### config.mk
export PLATFORM = sky130hd
export DESIGN_NAME = glb_bank_mem_initiator
export DESIGN_NICKNAME = d
export VERILOG_FILES = /design/src/rtl/glb_bank_mem_initiator.sv
export SDC_FILE = /design/constraint.sdc
export NUM_CORES = 1
export LEC_CHECK = 0
export CAP_MARGIN = 20
export CORE_MARGIN = 2
export CORE_UTILIZATION = 45
export CTS_BUF_LIST = sky130_fd_sc_hd__clkbuf_4 sky130_fd_sc_hd__clkbuf_8
export CTS_CLUSTER_SIZE = 12
export DETAILED_ROUTE_END_ITERATION = 10
export GPL_ROUTABILITY_DRIVEN = 0
export PLACE_DENSITY = 0.75
export SYNTH_ARGS = -nofsm -noshare
export SYNTH_HDL_FRONTEND = slang
export SYNTH_SLANG_ARGS = --single-unit
### constraint.sdc
create_clock -name clk -period 4.99 [get_ports clk]
set_input_delay 0.499 -clock clk [delete_from_list [all_inputs] [get_ports clk]]
set_output_delay 0.499 -clock clk [all_outputs]
set_load 0.01 [all_outputs]
### src/rtl/glb_bank_mem_initiator.sv
// Request-side initiator for one global-buffer bank memory: registered issue stage,
// fixed-latency read capture, and a credit-protected first-word-fall-through response FIFO.
module glb_bank_mem_initiator #(
  parameter int ADDR_WIDTH = 17,
  parameter int DATA_WIDTH = 64,
  parameter int RD_LATENCY = 3,
  parameter int RSP_DEPTH  = 4
) (
  input  logic                    clk,
  input  logic                    reset_n,
  input  logic                    req_valid,
  output logic                    req_ready,
  input  logic                    req_wr,
  input  logic [ADDR_WIDTH-1:0]   req_addr,
  input  logic [DATA_WIDTH-1:0]   req_data,
  input  logic [DATA_WIDTH/8-1:0] req_strb,
  output logic                    rsp_valid,
  input  logic                    rsp_ready,
  output logic [DATA_WIDTH-1:0]   rsp_data,
  output logic                    mem_ren,
  output logic                    mem_wen,
  output logic [ADDR_WIDTH-1:0]   mem_addr,
  output logic [DATA_WIDTH-1:0]   mem_data_in,
  output logic [DATA_WIDTH-1:0]   mem_data_in_bit_sel,
  input  logic [DATA_WIDTH-1:0]   mem_data_out,
  output logic                    busy
);
  localparam int STRB_W = DATA_WIDTH / 8;
  localparam int CNT_W  = $clog2(RSP_DEPTH + 1);
  localparam int PTR_W  = (RSP_DEPTH > 1) ? $clog2(RSP_DEPTH) : 1;

  logic                  accept, accept_wr, accept_rd, push, pop;
  logic [CNT_W-1:0]      used, fifo_cnt;
  logic [PTR_W-1:0]      wr_ptr, rd_ptr;
  logic [DATA_WIDTH-1:0] strb_mask;
  logic [DATA_WIDTH-1:0] fifo_q [RSP_DEPTH];
  logic [RD_LATENCY:1]   vld_pipe;

  function automatic logic [PTR_W-1:0] ptr_inc(input logic [PTR_W-1:0] p);
    return (p == PTR_W'(RSP_DEPTH - 1)) ? '0 : p + 1'b1;
  endfunction

  // Ready comes from the registered credit count only, so a pop frees a credit next cycle.
  assign req_ready = (used < CNT_W'(RSP_DEPTH));
  assign accept    = req_valid & req_ready;
  assign accept_wr = accept & req_wr;
  assign accept_rd = accept & ~req_wr;
  assign rsp_valid = (fifo_cnt != '0);
  assign pop       = rsp_valid & rsp_ready;
  assign push      = vld_pipe[RD_LATENCY];
  assign rsp_data  = rsp_valid ? fifo_q[rd_ptr] : '0;
  assign busy      = (used != '0);

  for (genvar i = 0; i < STRB_W; i++) begin : g_strb
    assign strb_mask[8*i +: 8] = {8{req_strb[i]}};
  end

  always_ff @(posedge clk or negedge reset_n) begin
    if (!reset_n) begin
      mem_ren             <= 1'b0;
      mem_wen             <= 1'b0;
      mem_addr            <= '0;
      mem_data_in         <= '0;
      mem_data_in_bit_sel <= '0;
    end else begin
      mem_ren             <= accept_rd;
      mem_wen             <= accept_wr;
      if (accept) mem_addr <= req_addr;
      mem_data_in         <= accept_wr ? req_data  : '0;
      mem_data_in_bit_sel <= accept_wr ? strb_mask : '0;
    end
  end

  always_ff @(posedge clk or negedge reset_n) begin
    if (!reset_n) begin
      used <= '0;
    end else begin
      case ({accept_rd, pop})
        2'b10:   used <= used + 1'b1;
        2'b01:   used <= used - 1'b1;
        default: used <= used;
      endcase
    end
  end

  // Tracks issued reads so memory data is captured exactly RD_LATENCY cycles after ren.
  always_ff @(posedge clk or negedge reset_n) begin
    if (!reset_n) begin
      vld_pipe <= '0;
    end else begin
      vld_pipe[1] <= mem_ren;
      for (int i = 2; i <= RD_LATENCY; i++) vld_pipe[i] <= vld_pipe[i-1];
    end
  end

  always_ff @(posedge clk or negedge reset_n) begin
    if (!reset_n) begin
      wr_ptr   <= '0;
      rd_ptr   <= '0;
      fifo_cnt <= '0;
      for (int i = 0; i < RSP_DEPTH; i++) fifo_q[i] <= '0;
    end else begin
      if (push) begin
        fifo_q[wr_ptr] <= mem_data_out;
        wr_ptr         <= ptr_inc(wr_ptr);
      end
      if (pop) rd_ptr <= ptr_inc(rd_ptr);
      case ({push, pop})
        2'b10:   fifo_cnt <= fifo_cnt + 1'b1;
        2'b01:   fifo_cnt <= fifo_cnt - 1'b1;
        default: fifo_cnt <= fifo_cnt;
      endcase
    end
  end

  // Credits bound FIFO occupancy plus reads in flight, so a push into a full FIFO is a bug.
  a_no_overflow: assert property (@(posedge clk) disable iff (!reset_n)
    !(push && !pop && fifo_cnt == CNT_W'(RSP_DEPTH)));

endmodule

==> run summary, run 1 <==
fresh numbers from the pnr run: status finished clean, die height approximately 190 µm, cell area power density ~620 nW/µm², CP max FO 34, area reported by Yosys stat ~15,000 µm², DR iter-0 viols between 300 and 400, hold worst-path end vld_pipe[3], FFs w/ async S/R, synth 100%, share of cells above drive strength 1 between 30 and 40%, Area Overhead vs Synth 32.4%, initial antenna violation count 3, RSZ-0062 raised after global routing no, worst reg-to-reg path cell count 9, Sink Count 360, CTS root buffer clkbuf_8, placed wire-length estimate ~23 mm, worst path bufs/invs 2, Syn Nets about 1,200, Core Rows between 60 and 70, synth cell count leaders dfrtp_1, mux2_2, and2_1, mux4_2, buf_4, yosys warns 0, Critical Path Sink rsp_data[12], first-pass GRT wire length 56.7 mm, DRT antenna net count 0, dpl cell area approximately 19,000 µm², worst reg-to-reg setup slack 2430 ps, crit path launch type flip-flop, CTS Buffer Depth 3, CTS H-tree depth 2, cell taking the most area after synthesis dfrtp_1, area share, top type between 50 and 60%, Slew Viols, Final 0, relative max-transition margin 27.7%, hold depth 0, VDD IR-drop max approximately 360 µV, # DRC 0, Final min period approximately 3700 ps, Mapped Cells 992, Final Skew about 33 ps, Worst EP arrival approximately 3200 ps, clock-pin slew on the worst setup and hold paths around 60 ps, WHS ~350 ps, Crit path max-delay family flip-flops, cells in synth_stat.txt 992, Setup Buffers After CTS 0, Leakage between 0.008 and 0.009 µW, Core ar. 33,600 µm², CP required 4490 ps, FP Core Util 45.9%, Worst Setup SP rd_ptr[0], slowest stage delay, CP 880 ps, routed vias/inst 5.04, largest net degree at the start of global routing roughly 120, Top Layout Cells clkdlybuf4s50_1, dfrtp_1, mux2_2, ys flops between 300 and 400, Synth top cell by count dfrtp_1, IO Port Bufs roughly 370, die area about 36,000 µm², flip-flops with a built-in enable 0, Seq/Total Area, Yosys around 58%, Hold Fails Final Rpt 0, Worst-Margin Slew roughly 1100 ps, drt first pass iters 7, CP cell instances buf_12 -> mux4_2 -> and2_1 -> clkdlybuf4s50_1, Synth Flop Type dfrtp_1, Late-Pin Clk Latency between 600 and 700 ps, nets between 1,000 and 1,500, Commonest Layout Cell clkdlybuf4s50_1, post-layout period usage of the worst path 73.2%, # IOs 372, Top area cell types dfrtp_1, mux2_2, mux4_2, hold path start vld_pipe[2], Reg-to-Reg Start fifo_cnt[0]
## run 1: report_power, final
part	internal, µW	switching [µW]	leakage [µW]
Sequential	4160	792	0.00436
Clock	1510	1170	0.000680
Combinational	3400	1740	0.00362
Total	9060	3700	0.00866
## run 1: final cells by class
type / instances / area [µm²]
repair buffers: 380 / 3850
multi-input cells: 509 / 5710
clock inverters: 10 / 66.3
inverters: 12 / 45.0
flip-flops and latches: 360 / 9020
well taps: 448 / 561
diodes: 1 / 2.50
clock buffers: 96 / 1190
fillers: 2591 / 13200
## run 1: logic make-up after synthesis
kind of cell | after synthesis | share of synthesized area [%]
AOI/OAI and AO/OA | 2 | 0.0649
xor gates and xnor gates | 6 | 0.341
adders and majority gates | 9 | 0.827
buffers and inverters | 123 | 4.89
DFF | 360 | 58.4
muxes | 341 | 29.5
and+or+nand+nor | 151 | 5.97
## run 1: per-stage QoR
stage / worst slack (ps) / util [%] / total power [µW] / std cells
global route: 1120 / 60.8 / 13500 / 1816
finish: 1340 / 60.8 / 12800 / 1816
CTS: 1210 / 60.7 / 12900 / 1814
detailed placement: 1940 / 56.9 / 10200 / 1707
floorplan: 3090 / - / 7930 / 992
global placement: 1950 / 56.9 / 10100 / 1707
## run 1: repair_timing
action,4_1_cts,5_1_grt
hold endpoints to repair,111,0
hold buffers,1,0
resized,0,0
## run 1: per-layer routing
layer | GRT usage [%] | share of wire (%)
met4 | 7.06 | 2.9
met2 | 34.4 | 50
met3 | 6.60 | 6.9
met1 | 25.1 | 40
met5 | 0 | 0.076
## run 1: sequential cells by signal, summed over array words and instances, names as in the netlist
signal and flops:
mem_ren 1, used 3, mem_addr 17, wr_ptr 2
fifo_q 256, rd_ptr 2, vld_pipe 3, mem_data_in_bit_sel 8
mem_data_in 64, fifo_cnt 3, mem_wen 1
Figure 1. Wire density map (run 1).
Scale bar: 50 µm. 38 x 38 tiles, from dark blue (low) to red (high), scaled to the fullest tile. Values are wire area over tile area, all layers added.
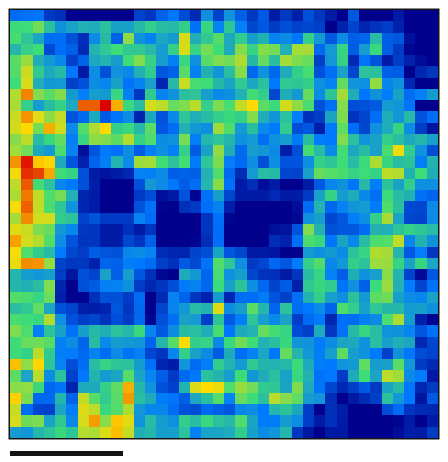
fullest tile: 0.51
nearly empty tiles: 7.0%
mean over tiles: 0.16
emptiest ninth of the die: centre
tiles over half the peak: 18%
GRT Resource Usage Total: 20.5%
post-detailed-route wirelength per cell: 19.7 µm
via count: 9,157
total length of routed wires: 35.7 mm

Figure 2. Cell classes on the final placement (run 1).
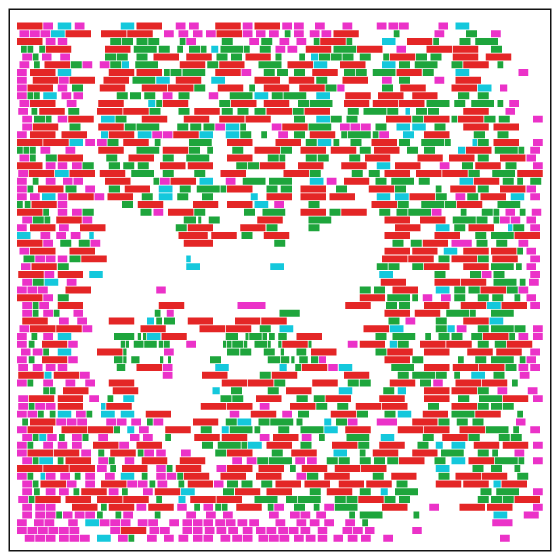
| class | colour | cells | share of their area |
|---|---|---|---|
| registers | red | 360 | 45% |
| clock drivers and dummy loads | cyan | 106 | 6.3% |
| remaining logic cells | green | 521 | 29% |
| remaining buffers and delay cells | magenta | 380 | 19% |
design area: 20,400 µm²
sequential share of cell area: 44.1%

Figure 3. Wiring by layer (run 1).
Scale bar: 50 µm.
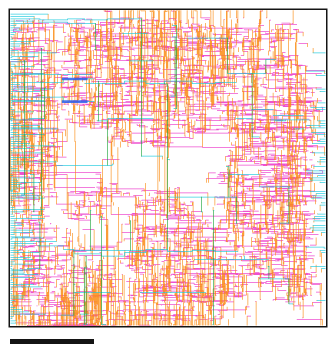
| layer | colour | wire length |
|---|---|---|
| M3 | cyan | 2,480 µm |
| M1 | magenta | 14,300 µm |
| M4 | green | 1,030 µm |
| M5 | blue | 27.6 µm |
| M2 | orange | 17,900 µm |

Figure 4. Routing congestion map (run 1).
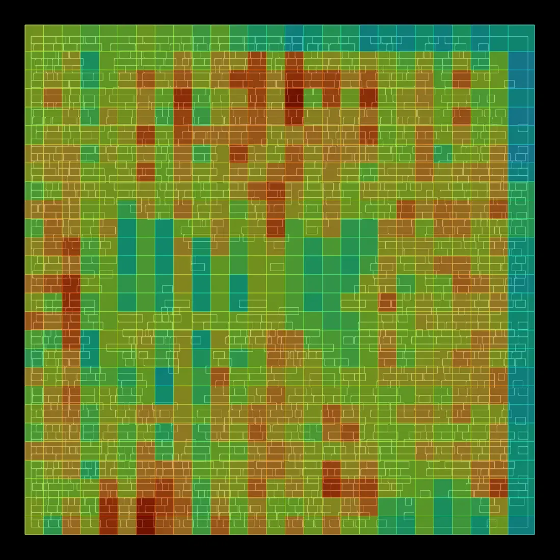

--- run 2 (diff from run 1) ---
--- a/config.mk
+++ b/config.mk
@@ -12,7 +12,7 @@
 export CTS_CLUSTER_SIZE = 12
 export DETAILED_ROUTE_END_ITERATION = 10
 export GPL_ROUTABILITY_DRIVEN = 0
-export PLACE_DENSITY = 0.75
+export PLACE_DENSITY = 0.77
 export SYNTH_ARGS = -nofsm -noshare
 export SYNTH_HDL_FRONTEND = slang
 export SYNTH_SLANG_ARGS = --single-unit
==> constraint.sdc (replaced) <==
create_clock -name clk -period 2.9 [get_ports clk]
set_input_delay 0.29 -clock clk [delete_from_list [all_inputs] [get_ports clk]]
set_output_delay 0.29 -clock clk [all_outputs]
set_load 0.01 [all_outputs]
Figure 5. Routing congestion map (run 2).
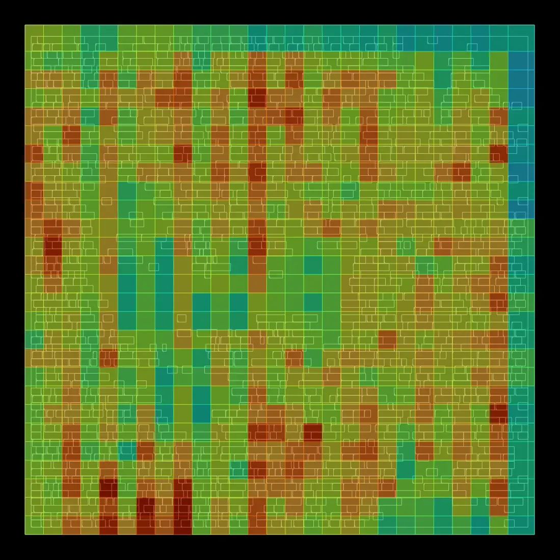
met3 usage in global routing: 5.41%
met1 Usage GRT: 24.6%
GRT Resource Usage Total: 21.0%
gr busiest metal: met2
Layout Utilization: 61.7%

==> run 2 against run 1 <==
Against the previous run:
- synthesized cell count did not move
- sequential cell count unchanged
- area after synthesis stayed put
- clock power rose by 71%
- sequential share of layout area decreased by 0.66 points
- global-route usage up 0.45 points
- combinational power rose by 83%
- wire length rose by 2.7%
- critical path depth did not move
- critical path type unchanged
- critical endpoint is now rsp_data[3]
==> run summary, run 2 <==
fresh numbers from the pnr run: status finished clean, CP Capture Type primary output, FFs w/ async S/R, synth 100% (unchanged), CTS H-tree depth 2 (unchanged), cts bufs inserted ~59, placed wire-length estimate 25.5 mm (+9.9%), initial antenna violation count 2 (-1), Reg with most FFs fifo_q, Late-Pin Clk Latency 590 ps (-60 ps), first-pass GRT wire length 57.9 mm (+2.3%), VDD IR-drop max 529 µV (+47%), internal power 15,800 µW (+75%), # DRC 0 (unchanged), drt first pass iters 6 (-1), cts repair resizes 3 (+3), final std cells w/o fill 1,840 (+1.3%), Sw Ratio 28.9% (-0.14 points), via count 9,197 (+0.44%), post-layout period usage of the worst path 96.2%, yosys warns 0 (unchanged), Synth Flop Type dfrtp_1, synth cell count leaders dfrtp_1, mux2_2, and2_1, mux4_2, buf_4, Sw Pwr 6410 µW (+73%), DRT antenna net count 0 (unchanged), worst slack, placed 580 ps (-1360 ps), Top Layout Cells clkdlybuf4s50_1, dfrtp_1, mux2_2, Core Rows 67 (unchanged), clock share of power 20.6% (-0.4 points), IO Port Bufs 371 (unchanged), relative max-transition margin 52.4% (+25 points), # IOs 372 (unchanged), GR Overflow Total 0, Worst-Margin Slew 714 ps (-370 ps), Comb power frac 42.2% (+2.0 points), Seq/Total Area, Yosys 58.4% (unchanged), Core ar. 33,600 µm² (unchanged), Largest regs fifo_q: 256 flops, mem_data_in: 64 flops, mem_addr: 17 flops, dpl cell area 19,400 µm² (+1.5%), Design Power 22,200 µW (+74%), flip-flops with a built-in enable 0 (unchanged), Hold Crit Class in2reg, hold_buf cts 1 (unchanged), setup tns final 0 ps, max reg flops 256 (unchanged), Flop pwr share 37.2% (-1.6 points), CTS Buffer Depth 3 (unchanged), Hold Fails Final Rpt 0 (unchanged), DR iter-0 viols 283 (-8.1%), total of max-cap violations 0, crit path launch type flip-flop, Mapped Cells 992 (unchanged), post-detailed-route wirelength per cell 19.9 µm (+1.4%), clock-pin slew on the worst setup and hold paths 60 ps (about the same), CP required 2610 ps (-1880 ps), Leakage 0.00886 µW (+2.3%), CP max FO 23 (-32%), Reg-to-Reg Start fifo_cnt[2], nets 1,510 (+1.5%), design area 20,700 µm² (+1.5%), routed vias/inst 5.00 (-0.87%), Commonest Layout Cell clkdlybuf4s50_1, placed cell count 1,727 (+1.2%), CTS root buffer clkbuf_8, cell area power density 1070 nW/µm² (+72%), total length of routed wires 36.7 mm (+2.7%), Slew Viols, Final 0 (unchanged), Setup Buffers After CTS 0 (unchanged), share of cells above drive strength 1 34.9% (+1.1 points), Max Fclk around 360 MHz, Top area cell types dfrtp_1, mux2_2, mux4_2, hold path start req_data[6], Syn Nets 1,159 (unchanged), Final Skew 26.0 ps (-7.11 ps), Final min period 2790 ps, Area Overhead vs Synth 34.4%, Worst EP arrival 2500 ps (-650 ps), die height 189 µm (unchanged), cells in synth_stat.txt 992 (unchanged), Worst Setup SP rd_ptr[0], ys flops 360 (unchanged), die area 35,800 µm² (unchanged), mapped cell area between 15,000 and 20,000 µm², OpenROAD warning count 29, Final setup violation count 0, TritonCTS clock tree yes, vias in the first global route approximately 10,000, Synth top cell by count dfrtp_1, Mean Syn Cell Area around 16 µm², cell taking the most area after synthesis dfrtp_1, area reported by Yosys stat 15,400 µm² (unchanged), area share, top type 58.4% (unchanged), largest net degree at the start of global routing 90 (-22%), FP Core Util 45.9% (unchanged), Sink Count 360 (unchanged), final worst setup slack 110 ps (-1230 ps)
run 2: path summary, 6_finish.rpt:
path / end / slack, ps / depth (start not counted)
max in group asynchronous: fifo_q[135] / 1650 / 3
setup reg to reg: fifo_cnt[2] / 810 / 8
hold / removal: mem_data_in[6] / 250 / 2
min in group asynchronous: fifo_q[209] / 320 / 2
setup / recovery: rsp_data[3] / 110 / 4
hold reg to reg: vld_pipe[3] / 340 / 0
run 2: area by class of cell:
cell class                 count  area, µm²
sequential                   360       9020
clock inverter                14        104
multi-input combinational    509       5710
inverter                      12       45.0
fill                        2551      12900
tap                          448        561
clock buffer                  95       1160
timing repair buffer         401       4140
antenna                        1       2.50
run 2: cell families after synthesis:
family | synth area share (%)
DFF | 58.4
muxes | 29.5
and+or+nand+nor | 5.97
buffers and inverters | 4.89
adders and majority gates | 0.827
xor gates and xnor gates | 0.341
AOI/OAI and AO/OA | 0.0649
run 2: layer usage:
layer	vias to the layer above	routed length, µm	global-route usage, %
met5	-	12	0
met4	2	1070	7.93
met3	61	2370	5.41
met2	283	18900	37.0
met1	4724	14300	24.6
li1	4127	-	-
run 2: worst max-delay path, stage by stage (launching register included):
cell,delay (ps)
dfrtp_4,490
buf_16,230
mux4_2,520
and2_1,190
clkdlybuf4s50_1,480
run 2: power by group through the flow:
stage / sequential (µW) / clock, µW / combinational, µW
2_1_floorplan: 7990 / 0 / 5650
3_3_place_gp: 8210 / 0 / 9360
3_5_place_dp: 8330 / 0 / 9520
4_1_cts: 8260 / 4730 / 9550
5_1_grt: 8530 / 4970 / 10100
6_report: 8260 / 4580 / 9390
run 2: stage by stage:
step / util [%] / hold slack [ps]
floorplan: - / -5.59
global placement: 57.8 / 332
detailed placement: 57.8 / 335
CTS: 61.6 / 204
global route: 61.7 / 221
finish: 61.7 / 248
Power figures rest on the tool's default switching activity, not on a simulated workload.
